[src/rtl/pop_stream_monitor_if.sv]
// Popped-byte stream and history read port of pop_stream_monitor.
// master: producer/consumer side; slave: the monitor.
interface pop_stream_monitor_if;
    logic       pop_valid;
    logic [7:0] pop_data;
    logic       hist_valid;
    logic       hist_ready;
    logic [7:0] hist_data;

    modport master (output pop_valid, pop_data, hist_ready, input hist_valid, hist_data);
    modport slave  (input pop_valid, pop_data, hist_ready, output hist_valid, hist_data);
endinterface

[src/rtl/pop_stream_monitor.sv]
// Captures popped bytes into a circular history FIFO, counts pops and value mismatches.
// Optional POP_MON_MINMAX_EN adds running min/max of accepted pops.
module pop_stream_monitor #(
    parameter int unsigned Depth     = 16,
    parameter logic [7:0]  ExpVal    = 8'h08,
    parameter int unsigned CntW      = 16,
    parameter bit          FreezeErr = 1'b1
) (
    input  logic                    clk_i,
    input  logic                    rst_ni,
    input  logic                    enable_i,
    input  logic                    clear_i,
    pop_stream_monitor_if.slave     bus,
    output logic [$clog2(Depth):0]  level_o,
    output logic                    full_o,
    output logic                    overflow_o,
    output logic [CntW-1:0]         pop_count_o,
    output logic [CntW-1:0]         mismatch_count_o,
    output logic                    err_sticky_o,
    output logic [1:0]              state_o
`ifdef POP_MON_MINMAX_EN
    ,
    output logic [7:0]              min_val_o,
    output logic [7:0]              max_val_o
`endif
);
    localparam int unsigned PtrW = $clog2(Depth);
    localparam int unsigned LvlW = PtrW + 1;

    typedef enum logic [1:0] {StIdle = 2'b00, StRun = 2'b01, StFrozen = 2'b10} state_e;

    state_e            state_q, state_d;
    logic [PtrW-1:0]   wr_ptr_q, wr_ptr_d, rd_ptr_q, rd_ptr_d;
    logic [LvlW-1:0]   level_q, level_d;
    logic              overflow_q, overflow_d, err_q, err_d;
    logic [CntW-1:0]   pop_cnt_q, pop_cnt_d, mis_cnt_q, mis_cnt_d;
    logic [7:0]        mem_q [Depth];

    logic accept, mismatch, full, empty, rd_en, wr_en, drop, wr_fire;

    always_comb begin
        accept   = (state_q == StRun) && bus.pop_valid;
        mismatch = accept && (bus.pop_data != ExpVal);
        full     = (level_q == LvlW'(Depth));
        empty    = (level_q == '0);
        rd_en    = !empty && bus.hist_ready;
        // A full FIFO still takes the write when the same cycle frees a slot.
        wr_en    = accept && (!full || rd_en);
        drop     = accept && full && !rd_en;
        wr_fire  = wr_en && !clear_i;
    end

    always_comb begin
        state_d = state_q;
        unique case (state_q)
            StIdle:   if (enable_i) state_d = StRun;
            StRun: begin
                if (FreezeErr && mismatch) state_d = StFrozen;
                else if (!enable_i)        state_d = StIdle;
            end
            StFrozen: state_d = StFrozen;
            default:  state_d = StIdle;
        endcase
        if (clear_i) state_d = StIdle;
    end

    always_comb begin
        wr_ptr_d   = wr_ptr_q;
        rd_ptr_d   = rd_ptr_q;
        level_d    = level_q;
        overflow_d = overflow_q;
        err_d      = err_q;
        pop_cnt_d  = pop_cnt_q;
        mis_cnt_d  = mis_cnt_q;
        if (clear_i) begin
            wr_ptr_d   = '0;
            rd_ptr_d   = '0;
            level_d    = '0;
            overflow_d = 1'b0;
            err_d      = 1'b0;
            pop_cnt_d  = '0;
            mis_cnt_d  = '0;
        end else begin
            if (wr_en) wr_ptr_d = wr_ptr_q + PtrW'(1);
            if (rd_en) rd_ptr_d = rd_ptr_q + PtrW'(1);
            if (wr_en && !rd_en)      level_d = level_q + LvlW'(1);
            else if (!wr_en && rd_en) level_d = level_q - LvlW'(1);
            if (drop) overflow_d = 1'b1;
            if (mismatch) err_d = 1'b1;
            if (accept && (pop_cnt_q != '1))   pop_cnt_d = pop_cnt_q + CntW'(1);
            if (mismatch && (mis_cnt_q != '1)) mis_cnt_d = mis_cnt_q + CntW'(1);
        end
    end

    always_ff @(posedge clk_i or negedge rst_ni) begin
        if (!rst_ni) begin
            state_q    <= StIdle;
            wr_ptr_q   <= '0;
            rd_ptr_q   <= '0;
            level_q    <= '0;
            overflow_q <= 1'b0;
            err_q      <= 1'b0;
            pop_cnt_q  <= '0;
            mis_cnt_q  <= '0;
        end else begin
            state_q    <= state_d;
            wr_ptr_q   <= wr_ptr_d;
            rd_ptr_q   <= rd_ptr_d;
            level_q    <= level_d;
            overflow_q <= overflow_d;
            err_q      <= err_d;
            pop_cnt_q  <= pop_cnt_d;
            mis_cnt_q  <= mis_cnt_d;
        end
    end

    // Storage needs no reset: hist_data is masked while the FIFO is empty.
    always_ff @(posedge clk_i) begin
        if (wr_fire) mem_q[wr_ptr_q] <= bus.pop_data;
    end

    assign bus.hist_valid   = !empty;
    assign bus.hist_data    = empty ? 8'h00 : mem_q[rd_ptr_q];
    assign level_o          = level_q;
    assign full_o           = full;
    assign overflow_o       = overflow_q;
    assign pop_count_o      = pop_cnt_q;
    assign mismatch_count_o = mis_cnt_q;
    assign err_sticky_o     = err_q;
    assign state_o          = state_q;

`ifdef POP_MON_MINMAX_EN
    logic [7:0] min_q, min_d, max_q, max_d;

    always_comb begin
        min_d = min_q;
        max_d = max_q;
        if (clear_i) begin
            min_d = 8'hFF;
            max_d = 8'h00;
        end else if (accept) begin
            if (bus.pop_data < min_q) min_d = bus.pop_data;
            if (bus.pop_data > max_q) max_d = bus.pop_data;
        end
    end

    always_ff @(posedge clk_i or negedge rst_ni) begin
        if (!rst_ni) begin
            min_q <= 8'hFF;
            max_q <= 8'h00;
        end else begin
            min_q <= min_d;
            max_q <= max_d;
        end
    end

    assign min_val_o = min_q;
    assign max_val_o = max_q;
`endif
endmodule

[src/flat_wrapper.sv]
// flat-port wrapper written by rule: the top's interface ports become plain ports
module pop_stream_monitor_flat 
#(
    parameter int unsigned Depth     = 16,
    parameter logic [7:0]  ExpVal    = 8'h08,
    parameter int unsigned CntW      = 16,
    parameter bit          FreezeErr = 1'b1
)
  (clk_i, rst_ni, enable_i, clear_i, level_o, full_o, overflow_o, pop_count_o, mismatch_count_o, err_sticky_o, state_o, bus_pop_valid, bus_pop_data, bus_hist_ready, bus_hist_valid, bus_hist_data);
  pop_stream_monitor_if bus_i ();
  input  logic clk_i;
  input  logic rst_ni;
  input  logic enable_i;
  input  logic clear_i;
  output logic [$clog2(Depth):0] level_o;
  output logic full_o;
  output logic overflow_o;
  output logic [CntW-1:0] pop_count_o;
  output logic [CntW-1:0] mismatch_count_o;
  output logic err_sticky_o;
  output logic [1:0] state_o;
  input wire logic [$bits(bus_i.pop_valid)-1:0] bus_pop_valid;
  input wire logic [$bits(bus_i.pop_data)-1:0] bus_pop_data;
  input wire logic [$bits(bus_i.hist_ready)-1:0] bus_hist_ready;
  output wire logic [$bits(bus_i.hist_valid)-1:0] bus_hist_valid;
  output wire logic [$bits(bus_i.hist_data)-1:0] bus_hist_data;
  assign bus_i.pop_valid = bus_pop_valid;
  assign bus_i.pop_data = bus_pop_data;
  assign bus_i.hist_ready = bus_hist_ready;
  assign bus_hist_valid = bus_i.hist_valid;
  assign bus_hist_data = bus_i.hist_data;
  pop_stream_monitor #(.Depth(Depth), .ExpVal(ExpVal), .CntW(CntW), .FreezeErr(FreezeErr)) u_core (.clk_i(clk_i), .rst_ni(rst_ni), .enable_i(enable_i), .clear_i(clear_i), .bus(bus_i), .level_o(level_o), .full_o(full_o), .overflow_o(overflow_o), .pop_count_o(pop_count_o), .mismatch_count_o(mismatch_count_o), .err_sticky_o(err_sticky_o), .state_o(state_o));
endmodule
[config.mk]
export PLATFORM = sky130hd
export DESIGN_NAME = pop_stream_monitor_flat
export DESIGN_NICKNAME = d
export VERILOG_FILES = /design/src/rtl/pop_stream_monitor_if.sv /design/src/rtl/pop_stream_monitor.sv /design/src/flat_wrapper.sv
export SDC_FILE = /design/constraint.sdc
export NUM_CORES = 1
export LEC_CHECK = 0
export CORE_MARGIN = 2
export CORE_UTILIZATION = 25
export DETAILED_ROUTE_END_ITERATION = 8
export PLACE_DENSITY = 0.44
export SLEW_MARGIN = 30
export SYNTH_ARGS = -nofsm -noshare
export SYNTH_HDL_FRONTEND = slang
export SYNTH_SLANG_ARGS = --single-unit
[constraint.sdc]
create_clock -name clk_i -period 3.1 [get_ports clk_i]
set_clock_uncertainty 0.05 [all_clocks]
set_input_delay 0.62 -clock clk_i [delete_from_list [all_inputs] [get_ports clk_i]]
set_output_delay 0.62 -clock clk_i [all_outputs]
set_load 0.05 [all_outputs]
Figure 1. Port wiring (run 1).
Scale bar: 50 µm.
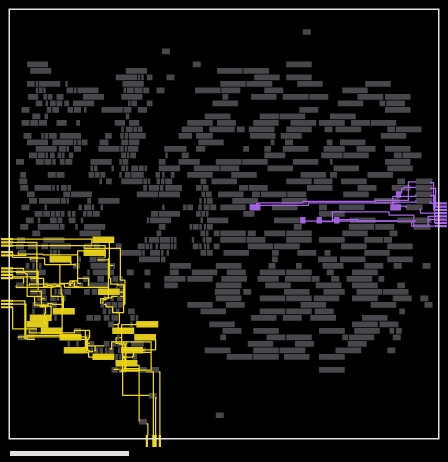
color	port	direction	end cells	buffers	wire
yellow	`mismatch_count_o`	output	16	16	1,090 µm
purple	`bus_hist_data`	output	8	8	381 µm

Figure 2. Cell density map (run 1).
Scale bar: 50 µm. The die is cut into 18 by 18 equal tiles; black is low, pale yellow is high, 0 to 100% covered.
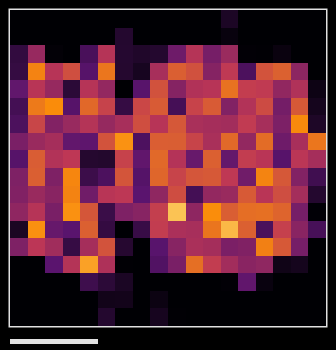
nearly empty tiles	29%
mean over tiles	29%
densest ninth of the die	center
emptiest ninth of the die	bottom center
tiles over 75% full	2.5%
fullest tile	87%

Figure 3. Routing congestion map (run 1).
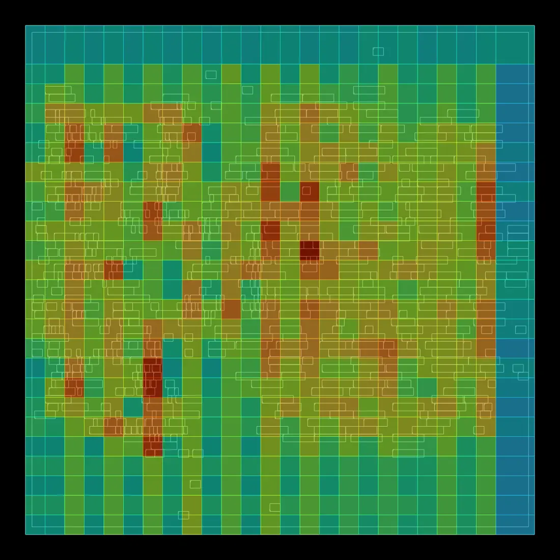
met3 Use GR: 0.0288
GR peak layer: met2
grt met1 use: 0.163
WL/cell: 18.1 µm

==> flow_summary_export.csv, run 1 <==
group,metric,value,unit
status,status,"completed",
detailed_routing,wl_met2,8.84,mm
critical_path,worst-path-max-fanout,12,
detailed_routing,top_layer_used,"met4",
finish,seq_cells,177,
final_timing,finalHoldViolCount,0,
clock_network,clockBufferDepth,2,
logic_synthesis,yosys_cells,508,
power,power.density,723,nW/µm²
finish,clockNetworkAreaShare,0.0605,
logic_synthesis,xor_share,0.0320,
final_timing,setup_viol,0,
floorplanning,design.core.area,30400,µm²
detailed_routing,drt_iter0_markers,255,
logic_synthesis,yosysChipArea,7670,µm²
floorplanning,core_util_floorplan,0.252,
finish,postLayoutCoreUtil,0.320,
detailed_routing,drc,0,
placed_design,placed_cells,989,
placed_design,place_hpwl,12.6,mm
finish,dominant-cell-class,"registers",
floorplanning,die.size.x,179,µm
job,warnings,31,
hold_path,holdCritPathClass,"in -> async",
detailed_routing,routed_wl,18.5,mm
critical_path,critPathLaunchType,"register",
power,pg_clk,0.00214,W
final_timing,rsz0062_at_grt,"no",
detailed_routing,wl_met3,725,µm
finish,n_all_inverters,8,
finish,sh_comb_area,0.257,
logic_synthesis,synth_area_leader_cell,"edfxtp_1",
logic_synthesis,syn-num-nets,534,
grt,groute.usage.overall,0.122,
logic_synthesis,syn_inst,508,
logic_synthesis,synthTopCellsByCount,"edfxtp_1, nor2_1, dfrtp_1",
final_timing,maxClockFrequency,341,MHz
detailed_routing,avgViaCountPerCell,4.53,
final_timing,fin_ws,165,ps
power,pwr-share-clk,0.303,
critical_path,cp_cell_sequence,"buf_6 > buf_4 > mux4_2 > mux2i_1 > o22ai_1 > buf_12",
logic_synthesis,synth-edff-count,128,
critical_path,regToRegStartpoint,"u_core.level_o[3]",
critical_path,r2r_setup_slack,240,ps
critical_path,critPathMaxStageDelay,500,ps
detailed_routing,met1_length,8.78,mm
power,power_switching_share,0.331,
final_timing,finalClockPeriodUsage,0.947,
finish,antennaDiodeCount,0,
floorplanning,die_h,179,µm
logic_synthesis,ys.flops,177,
finish,final_cell_mix,"edfxtp_1, nor2_1, clkdlybuf4s50_1, dfrtp_1, buf_4",
placed_design,gp_congestion,0.727,
clock_network,post_cts_buffers,0,
logic_synthesis,logic_family,"multiplexers",
power,p_int,0.00472,W
critical_path,critPathTopFamily,"multiplexers",
critical_path,end_kind,"primary output",
clock_network,cts_sinks,177,
logic_synthesis,top_cell_area_share,0.501,
finish,seq_area_frac,0.520,
logic_synthesis,ys_top_cells_by_area,"edfxtp_1, dfrtp_1, mux4_2, nor2_1, mux2i_1",
critical_path,critical_path_required,2430,ps
power,power_leader,"registers",
final_timing,hold_ws,92.9,ps
detailed_routing,first_pass_iters,6,
finish,fillers,3010,
finish,comb_cells,301,
logic_synthesis,simple_gate_area_frac,0.107,
logic_synthesis,syn_area_per_cell,15.1,µm²
floorplanning,dieArea,32100,µm²
logic_synthesis,ys.flop_type,"edfxtp_1",
power,switching_power,0.00233,W
finish,finalNetCount,638,
--- run 2 (diff from run 1) ---
--- a/config.mk
+++ b/config.mk
@@ -5,6 +5,7 @@
 export SDC_FILE = /design/constraint.sdc
 export NUM_CORES = 1
 export LEC_CHECK = 0
+export CAP_MARGIN = 10
 export CORE_MARGIN = 2
 export CORE_UTILIZATION = 25
 export DETAILED_ROUTE_END_ITERATION = 8
@@ -13,3 +14,4 @@
 export SYNTH_ARGS = -nofsm -noshare
 export SYNTH_HDL_FRONTEND = slang
 export SYNTH_SLANG_ARGS = --single-unit
+export TNS_END_PERCENT = 1
Figure 4. Placed cells, one color a class (run 2).
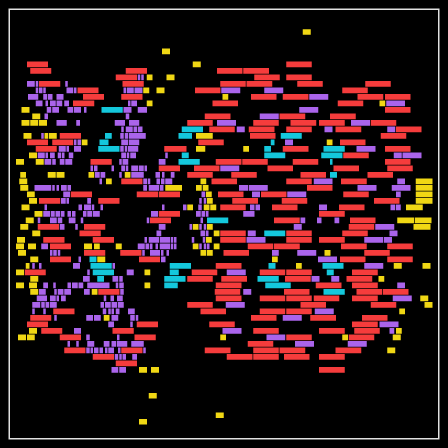
color	class	cells	share of their area
yellow	remaining buffers and delay cells	107	11%
cyan	clock drivers and dummy loads	32	6.4%
red	registers	177	55%
purple	remaining logic cells	309	27%
final core utilization: 0.320
Post-Layout Inst Area: 9750 µm²
Core ar.: 30,400 µm²

Figure 5. Cell density map (run 2).
Scale bar: 50 µm. The die is cut into 18 by 18 equal tiles; black is low, pale yellow is high, 0 to 100% covered.
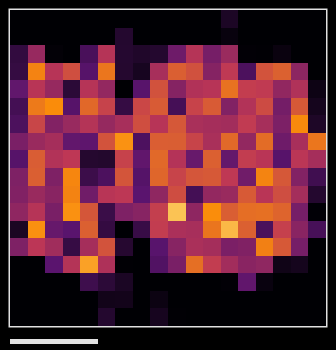
fullest tile	87%
nearly empty tiles	29%
densest ninth of the die	center

==> run 2 against run 1 <==
Effect of this change:
- die area did not move
- largest cell class unchanged
- total power about the same
- highest routed layer unchanged
- first-iteration DRC count rose by 3.1%
- cell count did not move
- sequential share of layout area did not move
- synthesized area unchanged
- design area is the same
- critical endpoint unchanged
- clock-buffer cell count is the same
==> flow_summary_export.csv, run 2 <==
group,metric,value,unit
logic_synthesis,syn_inst,508,
finish,antennaDiodeCount,0,
grt,grt_use_met3,0.0288,
finish,dominant-cell-class,"registers",
detailed_routing,wl_met3,779,µm
logic_synthesis,yosys_cells,508,
detailed_routing,routed_wl,18.5,mm
floorplanning,die_h,179,µm
placed_design,gp_congestion,0.727,
finish,seq_area_frac,0.520,
power,pwr-share-clk,0.304,
final_timing,finalClockPeriodUsage,0.945,
clock_network,post_cts_buffers,0,
logic_synthesis,xor_share,0.0320,
critical_path,critPathMaxStageDelay,500,ps
placed_design,place_hpwl,12.6,mm
detailed_routing,post_drt_wl_per_cell,18.2,µm
logic_synthesis,simple_gate_area_frac,0.107,
critical_path,r2r_setup_slack,240,ps
detailed_routing,wl_met2,8.87,mm
critical_path,critical_path_required,2430,ps
logic_synthesis,logic_family,"multiplexers",
power,pg_clk,0.00214,W
power,power_leader,"registers",
logic_synthesis,yosysChipArea,7670,µm²
status,status,"completed",
grt,grtUsageMet1,0.163,
finish,seq_cells,177,
finish,clockNetworkAreaShare,0.0605,
logic_synthesis,top_cell_area_share,0.501,
logic_synthesis,syn-num-nets,534,
critical_path,critPathTopFamily,"multiplexers",
detailed_routing,drc,0,
power,switching_power,0.00233,W
final_timing,finalHoldViolCount,0,
detailed_routing,avgViaCountPerCell,4.54,
floorplanning,dieArea,32100,µm²
critical_path,regToRegStartpoint,"u_core.level_o[3]",
logic_synthesis,ys.flop_type,"edfxtp_1",
detailed_routing,met1_length,8.71,mm
logic_synthesis,ys.flops,177,
clock_network,clockBufferDepth,2,
floorplanning,die.size.x,179,µm
clock_network,cts_sinks,177,
logic_synthesis,ys_top_cells_by_area,"edfxtp_1, dfrtp_1, mux4_2, nor2_1, mux2i_1",
final_timing,setup_viol,0,
power,p_int,0.00472,W
finish,finalNetCount,638,
finish,n_all_inverters,8,
hold_path,holdCritPathClass,"in -> async",
detailed_routing,drt_iter0_markers,263,
floorplanning,core_util_floorplan,0.252,
critical_path,cp_cell_sequence,"buf_6 > buf_4 > mux4_2 > mux2i_1 > o22ai_1 > buf_12",
finish,comb_cells,301,
logic_synthesis,syn_area_per_cell,15.1,µm²
power,power.density,723,nW/µm²
critical_path,critPathLaunchType,"register",
critical_path,reg2reg_depth,8,
grt,top_usage_layer,"met2",
logic_synthesis,synth_area_leader_cell,"edfxtp_1",
critical_path,end_kind,"primary output",
logic_synthesis,synth-edff-count,128,
job,warnings,32,
detailed_routing,first_pass_iters,6,
finish,fillers,3010,
final_timing,rsz0062_at_grt,"no",
final_timing,maxClockFrequency,342,MHz
critical_path,worst-path-max-fanout,12,
final_timing,hold_ws,97.2,ps
finish,final_cell_mix,"edfxtp_1, nor2_1, clkdlybuf4s50_1, dfrtp_1, buf_4",
logic_synthesis,synthTopCellsByCount,"edfxtp_1, nor2_1, dfrtp_1",
power,power_switching_share,0.331,
detailed_routing,top_layer_used,"met4",
No activity file was given, so power comes from the tool's default toggle rates.
